$ cat src/rtl/pong_ball_ctrl.sv
// Pong ball motion controller: serve delay, one-pixel-per-tick motion,
// wall/paddle bounces, miss detection and single-cycle score pulses.
module pong_ball_ctrl #(
  parameter int unsigned H_RES       = 640,
  parameter int unsigned V_RES       = 480,
  parameter int unsigned BALL_SIZE   = 8,
  parameter int unsigned PADDLE_W    = 8,
  parameter int unsigned PADDLE_H    = 64,
  parameter int unsigned PADDLE_L_X  = 16,
  parameter int unsigned PADDLE_R_X  = 616,
  parameter int unsigned SERVE_TICKS = 60
) (
  input  logic       CLOCK_50,
  input  logic       reset,
  input  logic       tick,
  input  logic       start,
  input  logic [9:0] paddle_l_y,
  input  logic [9:0] paddle_r_y,
  output logic [9:0] ball_x,
  output logic [9:0] ball_y,
  output logic       in_play,
  output logic       score_l,
  output logic       score_r
);

  localparam logic [9:0] CX         = 10'((H_RES - BALL_SIZE) / 2);
  localparam logic [9:0] CY         = 10'((V_RES - BALL_SIZE) / 2);
  localparam logic [9:0] X_MAX      = 10'(H_RES - BALL_SIZE);
  localparam logic [9:0] Y_MAX      = 10'(V_RES - BALL_SIZE);
  localparam logic [9:0] X_L_FACE   = 10'(PADDLE_L_X + PADDLE_W);
  localparam logic [5:0] SERVE_LAST = 6'(SERVE_TICKS - 1);

  typedef enum logic [1:0] {StIdle, StServe, StPlay, StScored} state_e;

  state_e      r_state, w_state_d;
  logic [9:0]  r_x, w_x_d, r_y, w_y_d;
  logic        r_dx, w_dx_d, r_dy, w_dy_d;
  logic [5:0]  r_cnt, w_cnt_d;
  logic        r_in_play, w_in_play_d;
  logic        r_score_l, w_score_l_d;
  logic        r_score_r, w_score_r_d;

  logic [10:0] w_y_top, w_y_bot, w_pl, w_pr;
  logic        w_ovl_l, w_ovl_r, w_hit_l, w_hit_r, w_miss_l, w_miss_r;
  logic [9:0]  w_y_mv;
  logic        w_dy_mv;

  // 11-bit compares so y+BALL_SIZE and paddle_y+PADDLE_H never wrap
  assign w_y_top  = {1'b0, r_y};
  assign w_y_bot  = w_y_top + 11'(BALL_SIZE);
  assign w_pl     = {1'b0, paddle_l_y};
  assign w_pr     = {1'b0, paddle_r_y};
  assign w_ovl_l  = (w_y_bot > w_pl) && (w_y_top < w_pl + 11'(PADDLE_H));
  assign w_ovl_r  = (w_y_bot > w_pr) && (w_y_top < w_pr + 11'(PADDLE_H));
  assign w_hit_l  = !r_dx && (r_x == X_L_FACE) && w_ovl_l;
  assign w_hit_r  = r_dx && (({1'b0, r_x} + 11'(BALL_SIZE)) == 11'(PADDLE_R_X)) && w_ovl_r;
  assign w_miss_l = !r_dx && (r_x == 10'd0);
  assign w_miss_r = r_dx && (r_x == X_MAX);

  always_comb begin
    w_y_mv  = r_dy ? r_y + 10'd1 : r_y - 10'd1;
    w_dy_mv = r_dy;
    if (!r_dy && (r_y == 10'd0)) begin
      w_y_mv  = 10'd1;
      w_dy_mv = 1'b1;
    end else if (r_dy && (r_y == Y_MAX)) begin
      w_y_mv  = r_y - 10'd1;
      w_dy_mv = 1'b0;
    end
  end

  always_ff @(posedge CLOCK_50 or negedge reset) begin
    if (!reset) begin
      r_state   <= StIdle;
      r_x       <= CX;
      r_y       <= CY;
      r_dx      <= 1'b1;
      r_dy      <= 1'b1;
      r_cnt     <= 6'd0;
      r_in_play <= 1'b0;
      r_score_l <= 1'b0;
      r_score_r <= 1'b0;
    end else begin
      r_state   <= w_state_d;
      r_x       <= w_x_d;
      r_y       <= w_y_d;
      r_dx      <= w_dx_d;
      r_dy      <= w_dy_d;
      r_cnt     <= w_cnt_d;
      r_in_play <= w_in_play_d;
      r_score_l <= w_score_l_d;
      r_score_r <= w_score_r_d;
    end
  end

  always_comb begin
    w_state_d = r_state;
    w_x_d     = r_x;
    w_y_d     = r_y;
    w_dx_d    = r_dx;
    w_dy_d    = r_dy;
    w_cnt_d   = r_cnt;
    unique case (r_state)
      StIdle: if (start) w_state_d = StServe;
      StServe: begin
        if (tick) begin
          if (r_cnt == SERVE_LAST) begin
            w_cnt_d   = 6'd0;
            w_state_d = StPlay;
          end else begin
            w_cnt_d = r_cnt + 6'd1;
          end
        end
      end
      StPlay: begin
        if (tick) begin
          if (!w_hit_l && !w_hit_r && (w_miss_l || w_miss_r)) begin
            // Serve heads toward the conceding player; dy survives the miss
            w_state_d = StScored;
            w_x_d     = CX;
            w_y_d     = CY;
            w_dx_d    = w_miss_r;
          end else begin
            w_y_d  = w_y_mv;
            w_dy_d = w_dy_mv;
            if (w_hit_l) begin
              w_dx_d = 1'b1;
              w_x_d  = r_x + 10'd1;
            end else if (w_hit_r) begin
              w_dx_d = 1'b0;
              w_x_d  = r_x - 10'd1;
            end else begin
              w_x_d = r_dx ? r_x + 10'd1 : r_x - 10'd1;
            end
          end
        end
      end
      StScored: w_state_d = StServe;
      default:  w_state_d = StIdle;
    endcase
  end

  always_comb begin
    w_in_play_d = (w_state_d == StPlay);
    w_score_l_d = (w_state_d == StScored) && w_dx_d;
    w_score_r_d = (w_state_d == StScored) && !w_dx_d;
  end

  assign ball_x  = r_x;
  assign ball_y  = r_y;
  assign in_play = r_in_play;
  assign score_l = r_score_l;
  assign score_r = r_score_r;

endmodule

$ cat config.mk
export PLATFORM = sky130hd
export DESIGN_NAME = pong_ball_ctrl
export DESIGN_NICKNAME = d
export VERILOG_FILES = /design/src/rtl/pong_ball_ctrl.sv
export SDC_FILE = /design/constraint.sdc
export NUM_CORES = 1
export LEC_CHECK = 0
export CAP_MARGIN = 25
export CORE_ASPECT_RATIO = 1.4
export CORE_UTILIZATION = 40
export DETAILED_ROUTE_END_ITERATION = 10
export MAX_ROUTING_LAYER = met4
export SLEW_MARGIN = 10
export SYNTH_ARGS = -nofsm -noshare
export SYNTH_HDL_FRONTEND = slang
export SYNTH_SLANG_ARGS = --single-unit
$ cat constraint.sdc
create_clock -name CLOCK_50 -period 4.68 [get_ports CLOCK_50]
set_input_delay 0.936 -clock CLOCK_50 [delete_from_list [all_inputs] [get_ports CLOCK_50]]
set_output_delay 0.936 -clock CLOCK_50 [all_outputs]
set_load 0.01 [all_outputs]
==> qor.txt, run 1 <==
Maximum vdd drop: 0.000177 V
Setup TNS: 0 ps
Registers: 33
Chip area: 8250 um^2
R2r worst-path depth: 13
Comb pwr: 97.2 uW
Crit share post-route: 85.0%
Top non-seq family: simple AND/OR/NAND/NOR gates
Worst Setup SP: ball_y[3]
Clock Latency Late Sink: 290 ps
Final setup margin: 702 ps
Root Driver: clkbuf_8
Run status: finished, final reports clean
Worst R2R End: ball_x[7]
CP Max Fanout: 12
Count of hold-fix buffers inserted at cts: 0
Most frequently used flop master after synthesis: dfrtp_1
CP Cell Sequence: ha_1, nand2_1, nor2_1, xor2_1, ha_1, a21oi_1, nand2_1, a2111oi_0, a2111oi_2, nor4_4, nor2_1, a21oi_1, mux2_2
Sequential cell area: 841 um^2
Synthesized cell area: 3160 um^2
Clk pwr share: 33.4%
P_seq: 329 uW
Critical setup path kind: flip-flop to flip-flop
Largest net degree at the start of global routing: 34
Logic area: 2140 um^2
CP max-delay cell: dfstp_2
Hold depth: 1
RePlAce Congestion: 0.858
Grt total ovfl: 0
Yosys stat chip area: 3160 um^2
Tot Pwr: 639 uW
Num tapcells: 100
# setup viols final: 0
Logic Gate Count: 300
Clk sink count: 33
Pre-CTS setup slack: 573 ps
Commonest non-fill, non-tap cells in the layout: ha_1, clkdlybuf4s50_1, nand2_1
Nets: 493
Area grow syn2layout: 20.4%
Core ar.: 7700 um^2
First-pass GRT wire length: 13600 um
RSZ-0062 raised after global routing: no
Comb area share: 56.2%
Hold EP: r_cnt[4]
## run 1: routing by layer
metal | share of wire [%] | up-vias | track usage [%] | wire length [um]
li1 | - | 1469 | - | -
met1 | 43 | 1352 | 24.0 | 3510
met2 | 50 | 67 | 38.1 | 4120
met3 | 3.4 | 18 | 2.55 | 278
met4 | 3.5 | 0 | 9.70 | 283
met5 | 0 | - | - | 0
## run 1: sequential cells by signal, indices dropped and copies added (netlist names)
| signal | count |
|---|---|
| r_dy | 1 |
| in_play | 1 |
| r_state | 2 |
| r_cnt | 6 |
| r_dx | 1 |
| ball_x | 10 |
| score_l | 1 |
| ball_y | 10 |
| score_r | 1 |
## run 1: cells in the mapped netlist, types with 2 or more instances
library cell / count / area (um^2)
a2111oi_0: 3 / 26.3
a2111oi_2: 2 / 30.0
a211o_1: 3 / 26.3
a211oi_1: 3 / 22.5
a21o_1: 9 / 67.6
a21oi_1: 16 / 80.1
a22o_1: 3 / 26.3
a31oi_1: 2 / 12.5
and3_1: 3 / 18.8
buf_2: 3 / 15.0
clkbuf_1: 8 / 30.0
dfrtp_1: 21 / 526
dfstp_2: 12 / 315
ha_1: 47 / 588
inv_1: 31 / 116
mux2_2: 3 / 33.8
mux2i_1: 7 / 70.1
nand2_1: 33 / 124
nand2b_1: 3 / 18.8
nand3_1: 21 / 105
nand3b_1: 3 / 22.5
nand4_1: 5 / 31.3
nor2_1: 27 / 101
nor2b_1: 6 / 37.5
nor3_1: 20 / 100
nor4_1: 6 / 37.5
o2111ai_1: 3 / 26.3
o211ai_1: 3 / 22.5
o21ai_0: 25 / 125
o22ai_1: 3 / 18.8
o31ai_1: 3 / 22.5
or3_1: 4 / 25.0
xnor2_1: 10 / 87.6
xor2_1: 4 / 35.0
Figure 1. Nets reached from selected ports (run 1).
The bar under the picture is 20 um long.
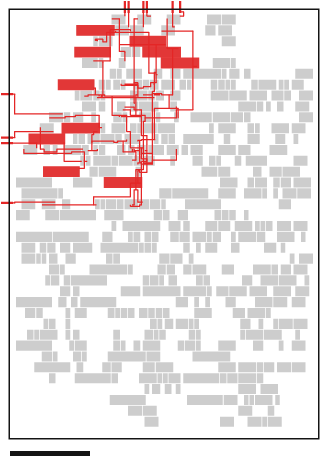
| port | colour | bits | direction | end cells | buffers | wire |
|---|---|---|---|---|---|---|
| ball_x | red | 10 | output | 10 | 10 | 621 um |
IO Port Bufs: 46
# IOs: 47

Figure 2. Register map, names as in the netlist (run 1).
The bar under the picture is 20 um long. Other sequential cells in the stronger grey, the rest of the logic in the fainter grey.
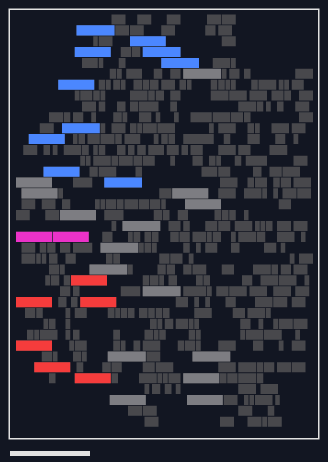
| signal | colour | placed flops |
|---|---|---|
| r_state | magenta | 2 |
| r_cnt | red | 6 |
| ball_x | blue | 10 |
not coloured: 15

Figure 3. M1 wires (run 1).
The bar under the picture is 20 um long. Supply wires on this layer in grey.
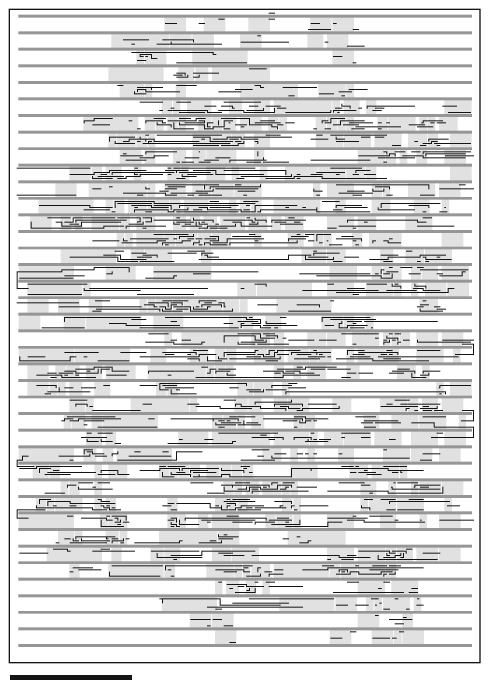
wire length on this layer: 3510 um
longest straight run: 26.2 um
share of all routed wire: 43%
main direction: horizontal
Vias: 2906
final wirelength: 8190 um
GRT met1 Usage: 24.0%

Figure 4. Metal layers overlaid (run 1).
Two of the layers only.
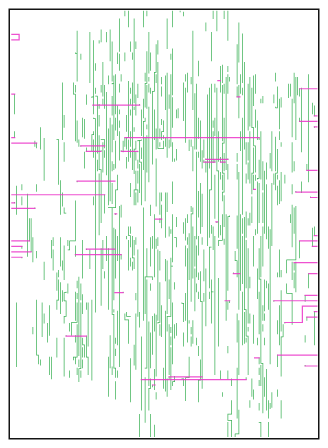
| layer | colour | wire length |
|---|---|---|
| metal 2 | green | 4120 um |
| metal 3 | magenta | 279 um |
gr usage total: 21.4%
routed len/inst: 15.7 um

==> run 2, diff against run 1 <==
CAP_MARGIN = not set   (was 25)
PLACE_DENSITY = 0.61   (was not set)
==> run 2 against run 1 <==
  * Design area is 0.89% higher
  * Total power rose by 11%
  * Utilization rose by 0.44 points
  * Die size did not move
  * Combinational power down 0.6%
  * Sequential share of layout area down 0.20 points
  * Clock power is 33% higher
  * Via count up 1.9%
  * Critical path depth rose by 1
  * Cell count unchanged
  * Clock skew down 1.9 ps
==> qor.txt, run 2 <==
Hold EP: r_cnt[4]
Routed met3 length: 266 um (-4.3%)
# IOs: 47 (unchanged)
Top cells by count, synth: ha_1, nand2_1, inv_1
First-pass GRT wire length: 13400 um (-1.9%)
R2r worst-path depth: 14 (+1)
IO Port Bufs: 46 (unchanged)
Synthesized cell area: 3160 um^2 (unchanged)
# setup viols final: 0 (unchanged)
Count of hold-fix buffers inserted at cts: 0 (unchanged)
Setup TNS: 0 ps (unchanged)
Hold depth: 1 (unchanged)
Met2 GRT Util: 36.9% (-1.2 points)
Commonest non-fill, non-tap cells in the layout: ha_1, clkdlybuf4s50_1, nand2_1
Root Driver: clkbuf_8
DR top layer: met4
Top area cell types: ha_1, dfrtp_1, dfstp_2
Crit share post-route: 84.0% (-1.1 points)
Clock Latency Late Sink: 290 ps (about the same)
Run status: finished, final reports clean
RePlAce Congestion: 0.890 (+3.8%)
Met1 WL: 3510 um (about the same)
Clk sink count: 33 (unchanged)
Critical setup path kind: flip-flop to flip-flop
Core ar.: 7700 um^2 (unchanged)
Worst R2R End: ball_x[7]
Yosys top cell by area: ha_1
RSZ-0062 raised after global routing: no
Area leader share: 18.6% (unchanged)
Nets: 493 (unchanged)
Top non-seq family: simple AND/OR/NAND/NOR gates
Met2 wire len: 4200 um (+1.9%)
Grt total ovfl: 0 (unchanged)
Worst Setup SP: ball_y[3]
Maximum vdd drop: 0.000207 V (+17%)
Gr busiest metal: met2
Largest net degree at the start of global routing: 34 (unchanged)
==> run 2: netlist changes by cell type in the layout (fill, tap and decap cells not counted), sizes merged <==
cell / delta
clkinv: -2
clkbuf: +1
bufinv: +1
==> run 2: kinds of logic after synthesis <==
family / count (synthesis)
XOR/XNOR: 14
AND-OR/OR-AND: 87
multiplexers: 10
buffers and inverters: 44
flip-flops: 33
AND/OR/NAND/NOR: 142
adder cells (fa/ha/maj): 47
==> run 2: layout make-up <==
class	count	area, um^2	area share [%]
Tap cell	100	125	3.26
Clock inverter	1	30.0	0.783
Inverter	31	116	3.04
Sequential cell	33	841	21.9
Clock buffer	7	86.3	2.25
Timing Repair Buffer	51	498	13.0
Multi-Input combinational cell	300	2140	55.7
==> run 2: through the flow <==
| step | worst slack, ps | area (um^2) | hold WS (ps) | power (uW) |
|---|---|---|---|---|
| floorplan | 1210 | 3160 | 457 | 384 |
| global placement | 768 | 3720 | 482 | 427 |
| detailed placement | 687 | 3720 | 492 | 431 |
| CTS | 734 | 3830 | 506 | 716 |
| global route | 420 | 3830 | 532 | 741 |
| finish | 751 | 3830 | 503 | 708 |
==> run 2: power breakdown <==
part	switching [uW]	leakage [uW]	internal [uW]	total (uW)
sequential	21.9	0.000389	306	328
combinational	47.0	0.00128	49.6	96.6
clock	110	0.0000585	174	283
==> run 2: worst register-to-register path, cell delays in order (launching register included) <==
cell and delay [ps]:
dfstp_2 690, ha_1 290, nand2_1 70, nor2_1 130, xor2_1 290, ha_1 320
a21oi_1 200, nand2_1 100, a2111oi_0 530, a2111oi_2 230, nor4_4 180, buf_4 220
nor2_1 60, a21oi_1 130, mux2_2 350
Figure 5. M1 wires (run 2).
The bar under the picture is 20 um long. Supply wires on this layer in grey.
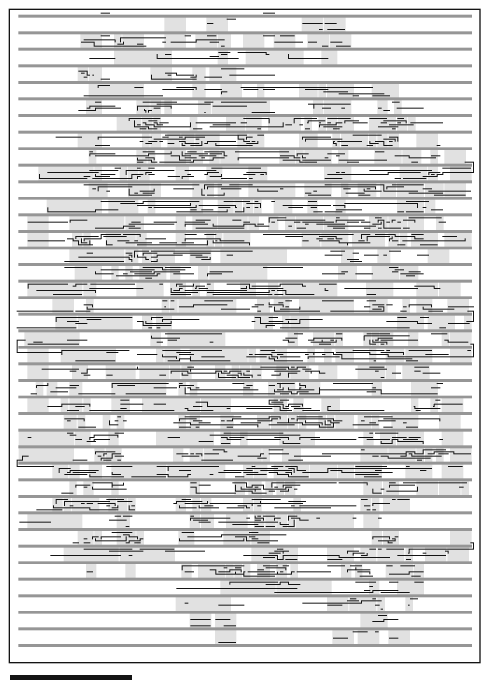
longest straight run: 32.7 um
nets with wire on the layer: 437
GRT met1 Usage: 23.4%
Vias: 2961
final wirelength: 8260 um

Figure 6. Metal layers overlaid (run 2).
Two of the layers only.
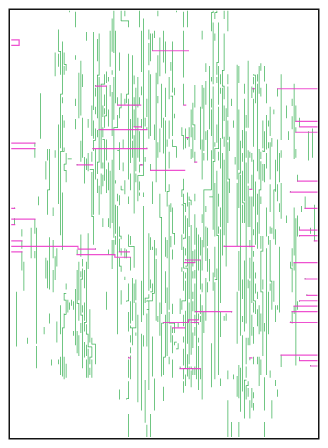
| layer | colour | wire length |
|---|---|---|
| metal 3 | magenta | 266 um |
| metal 2 | green | 4200 um |
routed len/inst: 15.8 um
gr usage total: 21.0%

Power figures rest on the tool's default switching activity, not on a simulated workload.
